`config.mk`:
```
export PLATFORM = sky130hd
export DESIGN_NAME = instr_fetch_stage
export DESIGN_NICKNAME = d
export VERILOG_FILES = /design/src/rtl/instr_fetch_stage.sv
export SDC_FILE = /design/constraint.sdc
export NUM_CORES = 1
export LEC_CHECK = 0
export CORE_MARGIN = 2
export CORE_UTILIZATION = 30
export DETAILED_ROUTE_END_ITERATION = 6
export PLACE_DENSITY = 0.54
export SLEW_MARGIN = 20
export SYNTH_ARGS = -nofsm -noshare
export SYNTH_HDL_FRONTEND = slang
export SYNTH_SLANG_ARGS = --single-unit
```
`constraint.sdc`:
```
create_clock -name clk -period 4.4 [get_ports clk]
set_clock_uncertainty 0.2 [all_clocks]
set_input_delay 0.66 -clock clk [delete_from_list [all_inputs] [get_ports clk]]
set_output_delay 0.66 -clock clk [all_outputs]
set_load 0.02 [all_outputs]
```
`src/rtl/instr_fetch_stage.sv`:
```
// Fetch stage: assembles 16/32-bit instruction bundles, resolves RJMP/JMP locally
// and steers the program counter on stall, flush and taken jumps.
module instr_fetch_stage (
   input  logic        clk,
   input  logic        reset,
   input  logic [15:0] instruction,
   input  logic [13:0] program_counter,
   input  logic        stall,
   input  logic        flush,
   input  logic [13:0] ex_target,
   output logic        PC_overwrite,
   output logic [13:0] PC_new,
   output logic        ir_valid,
   output logic [15:0] ir_word0,
   output logic [15:0] ir_word1,
   output logic        ir_two_word,
   output logic [13:0] ir_pc
);

   typedef enum logic [0:0] {FETCH = 1'b0, WORD2 = 1'b1} state_t;

   function automatic logic is_two_word(input logic [15:0] w);
      return ((w & 16'hFC0F) == 16'h9000) || ((w & 16'hFE0C) == 16'h940C);
   endfunction

   function automatic logic is_rjmp(input logic [15:0] w);
      return (w[15:12] == 4'hC);
   endfunction

   function automatic logic is_jmp(input logic [15:0] w);
      return ((w & 16'hFE0E) == 16'h940C);
   endfunction

   state_t      state_q, state_d;
   logic        ir_valid_q, ir_valid_d;
   logic [15:0] ir_word0_q, ir_word0_d;
   logic [15:0] ir_word1_q, ir_word1_d;
   logic        ir_two_word_q, ir_two_word_d;
   logic [13:0] ir_pc_q, ir_pc_d;
   logic [15:0] held_word_q, held_word_d;
   logic [13:0] held_pc_q, held_pc_d;

   logic [13:0] pc_plus1_s;
   logic [13:0] rjmp_target_s;

   assign pc_plus1_s    = program_counter + 14'd1;
   assign rjmp_target_s = pc_plus1_s + {{2{instruction[11]}}, instruction[11:0]};

   // PC steering, in priority order: reset, flush, stall, local jump resolution.
   always_comb begin
      PC_overwrite = 1'b0;
      PC_new       = pc_plus1_s;
      if (reset) begin
         PC_overwrite = 1'b0;
         PC_new       = pc_plus1_s;
      end else if (flush) begin
         PC_overwrite = 1'b1;
         PC_new       = ex_target;
      end else if (stall) begin
         PC_overwrite = 1'b1;
         PC_new       = program_counter;
      end else if ((state_q == FETCH) && is_rjmp(instruction)) begin
         PC_overwrite = 1'b1;
         PC_new       = rjmp_target_s;
      end else if ((state_q == WORD2) && is_jmp(held_word_q)) begin
         PC_overwrite = 1'b1;
         PC_new       = instruction[13:0];
      end else begin
         PC_overwrite = 1'b0;
         PC_new       = pc_plus1_s;
      end
   end

   // Next-state and bundle register computation.
   always_comb begin
      state_d       = state_q;
      ir_valid_d    = ir_valid_q;
      ir_word0_d    = ir_word0_q;
      ir_word1_d    = ir_word1_q;
      ir_two_word_d = ir_two_word_q;
      ir_pc_d       = ir_pc_q;
      held_word_d   = held_word_q;
      held_pc_d     = held_pc_q;
      if (flush) begin
         state_d     = FETCH;
         ir_valid_d  = 1'b0;
         held_word_d = 16'h0000;
         held_pc_d   = 14'h0000;
      end else if (stall) begin
         state_d = state_q;
      end else begin
         case (state_q)
            FETCH: begin
               if (is_rjmp(instruction)) begin
                  ir_valid_d = 1'b0;
               end else if (is_two_word(instruction)) begin
                  held_word_d = instruction;
                  held_pc_d   = program_counter;
                  ir_valid_d  = 1'b0;
                  state_d     = WORD2;
               end else begin
                  ir_valid_d    = 1'b1;
                  ir_word0_d    = instruction;
                  ir_word1_d    = 16'h0000;
                  ir_two_word_d = 1'b0;
                  ir_pc_d       = program_counter;
               end
            end
            WORD2: begin
               state_d = FETCH;
               if (is_jmp(held_word_q)) begin
                  ir_valid_d = 1'b0;
               end else begin
                  ir_valid_d    = 1'b1;
                  ir_word0_d    = held_word_q;
                  ir_word1_d    = instruction;
                  ir_two_word_d = 1'b1;
                  ir_pc_d       = held_pc_q;
               end
            end
            default: begin
               state_d    = FETCH;
               ir_valid_d = 1'b0;
            end
         endcase
      end
   end

   // State and bundle registers with synchronous reset.
   always_ff @(posedge clk) begin
      if (reset) begin
         state_q       <= FETCH;
         ir_valid_q    <= 1'b0;
         ir_word0_q    <= 16'h0000;
         ir_word1_q    <= 16'h0000;
         ir_two_word_q <= 1'b0;
         ir_pc_q       <= 14'h0000;
         held_word_q   <= 16'h0000;
         held_pc_q     <= 14'h0000;
      end else begin
         state_q       <= state_d;
         ir_valid_q    <= ir_valid_d;
         ir_word0_q    <= ir_word0_d;
         ir_word1_q    <= ir_word1_d;
         ir_two_word_q <= ir_two_word_d;
         ir_pc_q       <= ir_pc_d;
         held_word_q   <= held_word_d;
         held_pc_q     <= held_pc_d;
      end
   end

   assign ir_valid    = ir_valid_q;
   assign ir_word0    = ir_word0_q;
   assign ir_word1    = ir_word1_q;
   assign ir_two_word = ir_two_word_q;
   assign ir_pc       = ir_pc_q;

endmodule

```
Fig. 1: run 1, supply network
The bar under the picture is 50 um long. Pins as bars on the die edge.
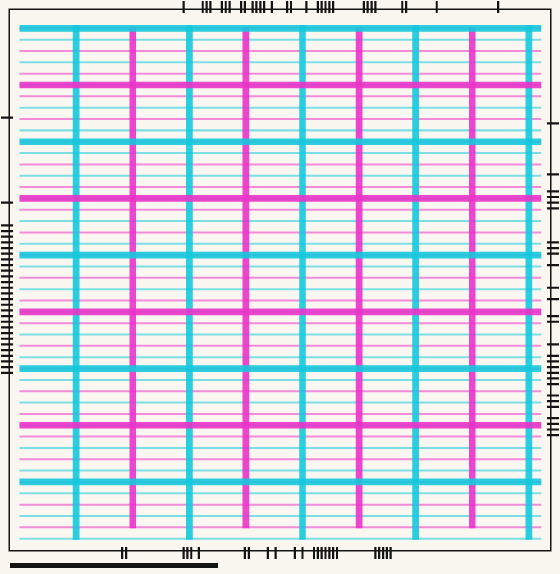
colour	net
cyan	VSS
magenta	VDD
rows	45
met5 straps	9
met4 straps	9
signal pins	111
placeable core region: 15,300 um^2
width of the die: 130 um
worst voltage drop across the vdd grid: 0.176 mV
die height: 130 um

Fig. 2: run 1, the clock network
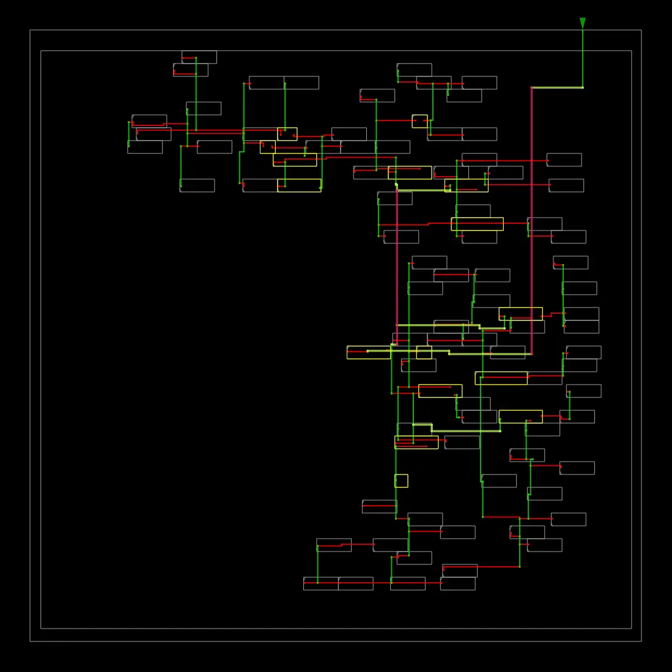
clock tree sinks: 79
total of clock buffers placed in the layout: 9
clock network power consumption: 823 uW

Fig. 3: run 1, metal 2
The bar under the picture is 50 um long.
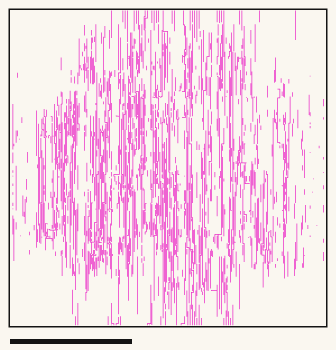
share of all routed wire	48%
nets with wire on the layer	671
met2 global-route usage: 36.2%
total routed wirelength: 17.7 mm

==> flow_metrics.rpt, run 1 <==
FLOW METRICS REPORT
----------------------------------------------------
[Run status]
  Outcome ........................ completed

[Critical path]
  Worst-path cell with the longest stage delay ........................ sky130_fd_sc_hd__clkdlybuf4s50_1
  Critical path capture point ........................ PC_new[1]
  Worst Setup End Kind ........................ output pin
  Category of the most critical setup path ........................ in -> out
  Crit path top cell by count ........................ sky130_fd_sc_hd__clkdlybuf4s50_1
  CP Buf/Inv Count ........................ 3
  Reg-to-Reg End ........................ ir_pc[8]
  Critical path cell sequence ........................ clkdlybuf4s50_1 > ha_1 > fa_1 > nor2_1 > a311oi_1 > a21oi_1 > o21ai_0 > buf_4 > clkdlybuf4s50_1
  Timing startpoint of the critical path ........................ instruction[0]
  Setup slack, reg-to-reg ........................ 1.37 ns
  Peak fanout along the critical path ........................ 3
  CP peak stage delay ........................ 0.59 ns
  Required time of the critical path ........................ ~3.5 ns
  Origin of the critical flop-to-flop path ........................ state_q
  Kind of cell with the highest combined delay on the critical path ........................ buffers and inverters
  Crit path launch type ........................ input pin
  Critical path data arrival time ........................ 3.37 ns
  Critical Path Stages ........................ 9
  Register-to-Register Path Depth ........................ 8

[Logic synthesis]
  Number of enable flip-flop cells ........................ 0
  Post-Syn Nets ........................ 636
  Asr flop ratio synth ........................ 0%
  Multiplexer share of the synthesized area ........................ 13.0%
  Xor/xnor share ........................ around 3.7%
  Number of storage elements in the synthesis netlist ........................ 79
  Mapped Avg Cell Area ........................ roughly 8.3 um^2
  Synthesized area ........................ 4730 um^2
  Synth warn ........................ 0
  Post-synthesis share of cell area spent on and, or, nand and nor gates ........................ a little under a fifth
  Yosys stat cell total ........................ approximately 570
  Main logic family after synthesis ........................ AND-OR/OR-AND gates
  Compound-cell area share of the yosys netlist ........................ 20.9%
  Cell count after synthesis ........................ roughly 570
  Summed standard-cell area reported by yosys ........................ 4730 um^2
  Most common reg cell ........................ sky130_fd_sc_hd__dfxtp_1
  Sequential share of the synthesized area ........................ 33.5%
  Number of distinct standard cells referenced by the synthesized netlist ........................ 58
  Adder-cell share of the synthesized area ........................ 5.45%

[Power and ir drop]
  Relative contribution of the clock network to total power ........................ 39.3%
  Internal power summed over all cells ........................ 1.48 mW
  Cell Pwr Density ........................ 298 nW/um^2
  Switching portion of total power ........................ 29.1%
  Power share of the sequential group ........................ 35.6%
  Net Switching ........................ 609 uW
  Cell leakage power ........................ 2.84 nW
  Power consumed by sequential cells ........................ 744 uW
  Relative contribution of combinational cells to total power ........................ 25.1%
  Comb. pwr ........................ 525 uW
  Top power group ........................ the clock network
  Final Power ........................ 2.09 mW

[Final timing]
  Portion of the clock cycle consumed by the worst path in the final layout ........................ 96.2%
  Setup repair after global routing missed its margin ........................ no
  Headroom to the max-slew limit ........................ 32.4%
  Post-route worst setup slack ........................ 0.166 ns
  Final number of max-transition violations ........................ 0
  Final hold vios ........................ 0
  Hold slack final ........................ 0.264 ns
  Transition time at the pin with the least slew margin ........................ 1.01 ns
  Count of final setup violators ........................ 0
  Fmax achieved ........................ 0.236 GHz
  Final worst path period need ........................ 4.23 ns

[Place]
  Place WS ........................ -0.693 ns
  Count of port buffers added during placement ........................ approximately 110
  Half-perimeter wire length after detailed placement ........................ 13.7 mm
  Final Wtd Congestion ........................ 0.898

[Hold path]
  Worst hold path startpoint ........................ held_word_q[15]
  Kind of path behind the tightest hold check ........................ reg -> reg
  Cells on Worst Hold Path ........................ 2
  Worst hold endpoint ........................ held_word_q[15]

[Global routing]
  Met3 Track Usage GR ........................ 3.06%
  GRT Total Usage ........................ 21.1%
  Vias in the first global route ........................ 4,848
  Wire length of the first global-routing pass ........................ 27.2 mm
  Number of antenna violations at the first check in global routing ........................ 0
  Largest net degree at the start of global routing ........................ 61
  Met1 Use GR ........................ between 20% and 30%
  Residual overflow from global routing ........................ 0
  Grt peak-use layer ........................ met2

[Finish]
  Fraction of final layout cells sized beyond drive strength 1 ........................ 21.2%
  Antenna diode count ........................ 0
  Multi-input combinational cell area ........................ 3010 um^2
  Final net count ........................ 813
  Most frequent cells in the layout ........................ sky130_fd_sc_hd__buf_4 (101), sky130_fd_sc_hd__nor2_1 (91), sky130_fd_sc_hd__clkdlybuf4s50_1 (89)
  Register area ........................ 1580 um^2
  Fillcell total ........................ 1,533
  P&R area growth vs syn ........................ 48.5%
  Most common cell after layout, fill and taps aside ........................ sky130_fd_sc_hd__buf_4

[Detailed routing]
  Overall via count from detail_route ........................ 4,909
  Routed wl met3 ........................ 703 um
  Final ANT Viol Nets ........................ 0
  Metal-1 WL ........................ 8.32 mm
  Remaining design rule violation count ........................ 0
  Vias per inst ........................ 5.11
  1st-iter DRT viols ........................ 420
  Drt pass-1 iters ........................ 4
  Uppermost metal layer occupied by signal nets ........................ met4
  Met2 routed wirelength ........................ 8.56 mm
  Post-detailed-route wirelength per cell ........................ 18.4 um

[Clocking]
  Worst skew pair latency ........................ 0.33 ns
  Maximum clock insertion buffer count ........................ 2
  Hold-fix buffer count after cts ........................ 0
  Clock slew seen by the registers of the worst setup and hold paths ........................ 0.06 ns
  Total CTS buffers ........................ 9
  CTS H-tree depth ........................ 3
  CTS tree ........................ done
  Cell at the root of the clock tree ........................ sky130_fd_sc_hd__clkbuf_16

[Floorplanning]
  DIE AREA ........................ 16,800 um^2
  Number of rows in the core area ........................ approximately 45
  Fraction of the core area occupied by cells at floorplan ........................ 30.9%
  Count of pins on the block boundary ........................ 111

[Flow run]
  Number of violations of the max-capacitance limit ........................ 0
  OpenROAD warning count ........................ 31

----------------------------------------------------
## run 1: stage by stage
| stage | setup TNS [ns] | cells | area, um^2 | util (%) |
|---|---|---|---|---|
| after detailed placement | -5.87 | 943 | 6630 | 43.3 |
| final | 0 | 961 | 7020 | 45.8 |
| after floorplan | 0 | 568 | 4730 | - |
| after global routing | 0 | 961 | 7020 | 45.8 |
| after global placement | -5.77 | 943 | 6630 | 43.3 |
| after CTS | 0 | 961 | 7020 | 45.9 |
## run 1: final cells by class
type                       count  share of cell area, %
clock inverter                 7                   1.50
tap                          211                   3.76
clock buffer                   9                   3.21
inverter                      12                  0.642
sequential                    79                   22.6
timing repair buffer         210                   25.5
multi-input combinational    433                   42.8
## run 1: cell usage after synthesis, drive strengths merged (2+ instances only)
master | number | area, um^2
ha | 19 | 238
nand2 | 31 | 116
nor4 | 3 | 18.8
nand4 | 4 | 25.0
buf | 8 | 58.8
o21a | 2 | 15.0
nor3 | 14 | 75.1
a21oi | 28 | 140
o221ai | 4 | 35.0
o31ai | 3 | 22.5
nor2b | 3 | 18.8
mux2i | 57 | 571
or3 | 3 | 18.8
nand3b | 2 | 15.0
clkbuf | 36 | 135
a22oi | 21 | 158
and3 | 8 | 50.1
a31o | 2 | 17.5
o211ai | 5 | 37.5
xor2 | 14 | 123
nand2b | 4 | 25.0
a211oi | 35 | 263
xnor2 | 6 | 52.6
dfxtp | 79 | 1580
nor2 | 92 | 345
a21o | 3 | 22.5
nand4b | 3 | 26.3
a2bb2oi | 2 | 17.5
nand3 | 13 | 65.1
o21ai | 21 | 105
inv | 12 | 45.0
a221oi | 3 | 26.3
a31oi | 2 | 12.5
a311oi | 2 | 17.5
mux2 | 4 | 45.0
## run 1: repair_timing
action,CTS,global route
pin swaps,7,5
endpoints found under the setup margin,12,11
buffers inserted,2,0
gates resized,57,22
--- run 2 (diff from run 1) ---
--- a/config.mk
+++ b/config.mk
@@ -9,6 +9,7 @@
 export CORE_UTILIZATION = 30
 export DETAILED_ROUTE_END_ITERATION = 6
 export PLACE_DENSITY = 0.54
+export RECOVER_POWER = 100
 export SLEW_MARGIN = 20
 export SYNTH_ARGS = -nofsm -noshare
 export SYNTH_HDL_FRONTEND = slang
Fig. 4: run 2, the clock network
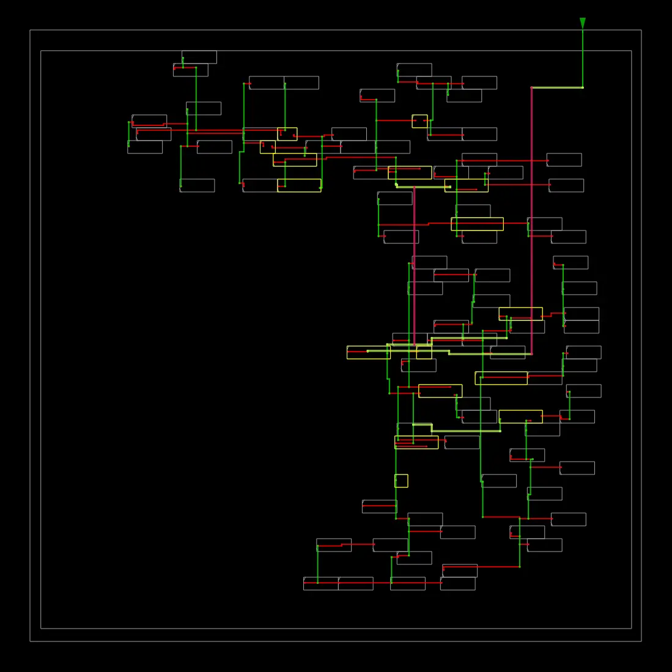
FFs & Latches: 79
total CTS buffers: 9
worst skew pair latency: 0.33 ns

==> run 2 against run 1 <==
- fmax grew 0.55%
- sequential power is essentially flat
- first-iteration DRC count shrank 12%
- clock-buffer cell count is the same
- via count is essentially flat
- total power shrank 0.56%
- clock power is essentially flat
- largest cell class unchanged
- largest power group unchanged
==> flow_metrics.rpt, run 2 <==
FLOW METRICS REPORT
----------------------------------------------------
[Logic synthesis]
  Commonest cells in the synthesized netlist ........................ sky130_fd_sc_hd__nor2_1 (92), sky130_fd_sc_hd__dfxtp_1 (79), sky130_fd_sc_hd__mux2i_1 (57)
  Cell count after synthesis ........................ approximately 570
  Post-Syn Nets ........................ between 600 and 700
  Sequential share of the synthesized area ........................ 33.5%
  Synthesized area ........................ 4730 um^2
  Top-area cell type share of the netlist area ........................ 33.5%
  Most common reg cell ........................ sky130_fd_sc_hd__dfxtp_1
  Mapped Avg Cell Area ........................ 8.32 um^2
  Summed standard-cell area reported by yosys ........................ 4730 um^2
  Most frequent cell after synthesis ........................ sky130_fd_sc_hd__nor2_1
  Yosys stat cell total ........................ 568
  Number of enable flip-flop cells ........................ 0
  Asr flop ratio synth ........................ 0%
  Dominant cell type by area after synthesis ........................ sky130_fd_sc_hd__dfxtp_1
  Number of distinct standard cells referenced by the synthesized netlist ........................ between 50 and 60
  Synth warn ........................ 0
  Synth area leaders ........................ sky130_fd_sc_hd__dfxtp_1 (33%), sky130_fd_sc_hd__mux2i_1 (12%), sky130_fd_sc_hd__nor2_1 (7.3%), sky130_fd_sc_hd__a211oi_1 (5.6%), sky130_fd_sc_hd__ha_1 (5.0%)
  Number of storage elements in the synthesis netlist ........................ slightly below 80

[Clocking]
  Maximum clock insertion buffer count ........................ 2
  Clock slew seen by the registers of the worst setup and hold paths ........................ 0.06 ns
  Hold-fix buffer count after cts ........................ 0
  CTS H-tree depth ........................ 3
  Cell at the root of the clock tree ........................ sky130_fd_sc_hd__clkbuf_16
  Clock tree sinks ........................ a little under 80
  CTS tree ........................ done

[Critical path]
  Worst-path cell with the longest stage delay ........................ sky130_fd_sc_hd__clkdlybuf4s50_1
  CP peak stage delay ........................ slightly below 0.6 ns
  Worst Setup End Kind ........................ output pin
  Crit path top cell by count ........................ sky130_fd_sc_hd__clkdlybuf4s50_1
  Peak fanout along the critical path ........................ 3
  Critical path cell sequence ........................ clkdlybuf4s50_1 > ha_1 > fa_1 > nor2_1 > a311oi_1 > a21oi_1 > o21ai_0 > buf_4 > clkdlybuf4s50_1
  Critical path data arrival time ........................ 3.35 ns
  Kind of cell with the highest combined delay on the critical path ........................ buffers and inverters
  Setup slack, reg-to-reg ........................ 1.38 ns
  Crit path launch type ........................ input pin
  Category of the most critical setup path ........................ in -> out
  Required time of the critical path ........................ about 3.5 ns
  CP Buf/Inv Count ........................ 3

[Power and ir drop]
  Cell leakage power ........................ roughly 3 nW
  Cell Pwr Density ........................ 297 nW/um^2
  Worst voltage drop across the vdd grid ........................ 0.176 mV
  Final Power ........................ approximately 2.1 mW

[Finish]
  Most common cell after layout, fill and taps aside ........................ sky130_fd_sc_hd__buf_4
  Final net count ........................ 813
  Share of the core filled with cells ........................ 45.7%
  Final non-filler cell total ........................ roughly 960
  Fraction of final layout cells sized beyond drive strength 1 ........................ 20.8%
  Antenna diode count ........................ 0
  Most frequent cells in the layout ........................ sky130_fd_sc_hd__buf_4 (97), sky130_fd_sc_hd__nor2_1 (91), sky130_fd_sc_hd__dfxtp_1 (78)
  P&R area growth vs syn ........................ 48.2%
  Layout Cell Area excl Fill ........................ 7000 um^2

[Global routing]
  Residual overflow from global routing ........................ 0
  Largest net degree at the start of global routing ........................ 61
  Met3 Track Usage GR ........................ 3.06%
  Wire length of the first global-routing pass ........................ 27.2 mm
  Met1 Use GR ........................ 28.5%
  Number of antenna violations at the first check in global routing ........................ 0
  Met2 global-route usage ........................ 36.2%
  Vias in the first global route ........................ 4,848
  Grt peak-use layer ........................ met2

[Floorplanning]
  Width of the die ........................ about 130 um
  Count of pins on the block boundary ........................ 111
  DIE AREA ........................ about 17,000 um^2
  Placeable core region ........................ 15,300 um^2
  Fraction of the core area occupied by cells at floorplan ........................ between 30% and 40%
  Die height ........................ roughly 130 um
  Number of rows in the core area ........................ 45

[Detailed routing]
  Final ANT Viol Nets ........................ 0
  Drt pass-1 iters ........................ 4
  Vias per inst ........................ about 5
  Remaining design rule violation count ........................ 0
  Routed wl met3 ........................ 712 um
  Uppermost metal layer occupied by signal nets ........................ met4
  1st-iter DRT viols ........................ around 370
  Met2 routed wirelength ........................ 8.53 mm
  Metal-1 WL ........................ 8.27 mm
  Post-detailed-route wirelength per cell ........................ between 15 and 20 um

[Final timing]
  Fmax achieved ........................ between 0.2 and 0.25 GHz
  Setup repair after global routing missed its margin ........................ no
  Hold slack final ........................ about 0.27 ns
  Final number of max-transition violations ........................ 0
  Transition time at the pin with the least slew margin ........................ about 1.0 ns
  Final TNS setup ........................ 0 ns
  Post-route worst setup slack ........................ 0.189 ns
  Portion of the clock cycle consumed by the worst path in the final layout ........................ a little over nine tenths
  Final worst path period need ........................ 4.21 ns
  Final hold vios ........................ 0
  Count of final setup violators ........................ 0
  Headroom to the max-slew limit ........................ 32.4%

[Place]
  Half-perimeter wire length after detailed placement ........................ 13.7 mm
  Final Wtd Congestion ........................ 0.898
  Place WS ........................ -0.693 ns
  Count of port buffers added during placement ........................ 110
  Inst Count DP ........................ about 940
  Placement Cell Area ........................ ~6600 um^2

[Flow run]
  Number of violations of the max-capacitance limit ........................ 0
  OpenROAD warning count ........................ 31

[Hold path]
  Kind of path behind the tightest hold check ........................ reg -> reg

[Run status]
  Outcome ........................ completed

----------------------------------------------------
Fig. 5: run 2, wiring by layer
The bar under the picture is 50 um long. Only two layers are drawn.
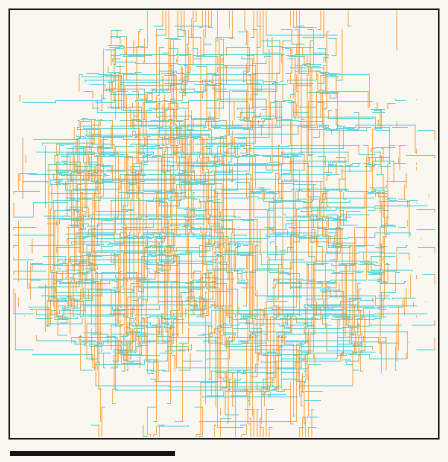
colour	layer	wire length
orange	met2	8,530 um
cyan	met1	8,270 um
total routed wirelength: 17.7 mm
overall via count from detail_route: 4,905
GRT Total Usage: 21.1%

run 2: cell counts after synthesis:
Identical to the previous run, type by type.
run 2: final timing paths:
kind,from,to,cells past startpoint
max,instruction[0],PC_new[1],9
min,held_word_q[15],held_word_q[15],2
min reg2reg,held_word_q[15],held_word_q[15],2
max reg2reg,state_q,ir_pc[8],8
run 2: cells by family after synthesis:
family	count (synthesis)	share of synthesized area, %
multiplexers	61	13.0
adder cells (fa/ha/maj)	20	5.45
buffers and inverters	56	5.06
flip-flops	79	33.5
XOR/XNOR	20	3.71
AND/OR/NAND/NOR	188	18.4
AND-OR/OR-AND	144	20.9
run 2: what timing repair did:
action | in CTS | in global routing
setup endpoints to repair | 12 | 11
setup buffers | 2 | 0
pin swaps | 7 | 5
resized | 57 | 22
run 2: where the power goes:
part           leakage [nW]  switching [mW]  internal [mW]
clock                 0.158           0.318          0.505
sequential            0.643         0.00892          0.734
combinational          2.17           0.280          0.234
run 2: cell type report:
| cell class | instances | area, um^2 |
|---|---|---|
| clock buffer | 9 | 225 |
| clock inverter | 7 | 105 |
| fill | 1534 | 8310 |
| inverter | 12 | 45.0 |
| multi-input combinational | 433 | 3010 |
| sequential | 79 | 1580 |
| tap | 211 | 264 |
| timing repair buffer | 210 | 1780 |
run 2: worst register-to-register path: stages, from the launching register on:
cell	delay [ns]
sky130_fd_sc_hd__dfxtp_2	0.32
sky130_fd_sc_hd__buf_4	0.48
sky130_fd_sc_hd__nor2b_1	0.15
sky130_fd_sc_hd__buf_4	0.22
sky130_fd_sc_hd__nor2_1	0.15
sky130_fd_sc_hd__buf_4	0.17
sky130_fd_sc_hd__and3_2	0.85
sky130_fd_sc_hd__nor2_1	0.13
sky130_fd_sc_hd__a211oi_1	0.27
Power figures rest on the tool's default switching activity, not on a simulated workload.
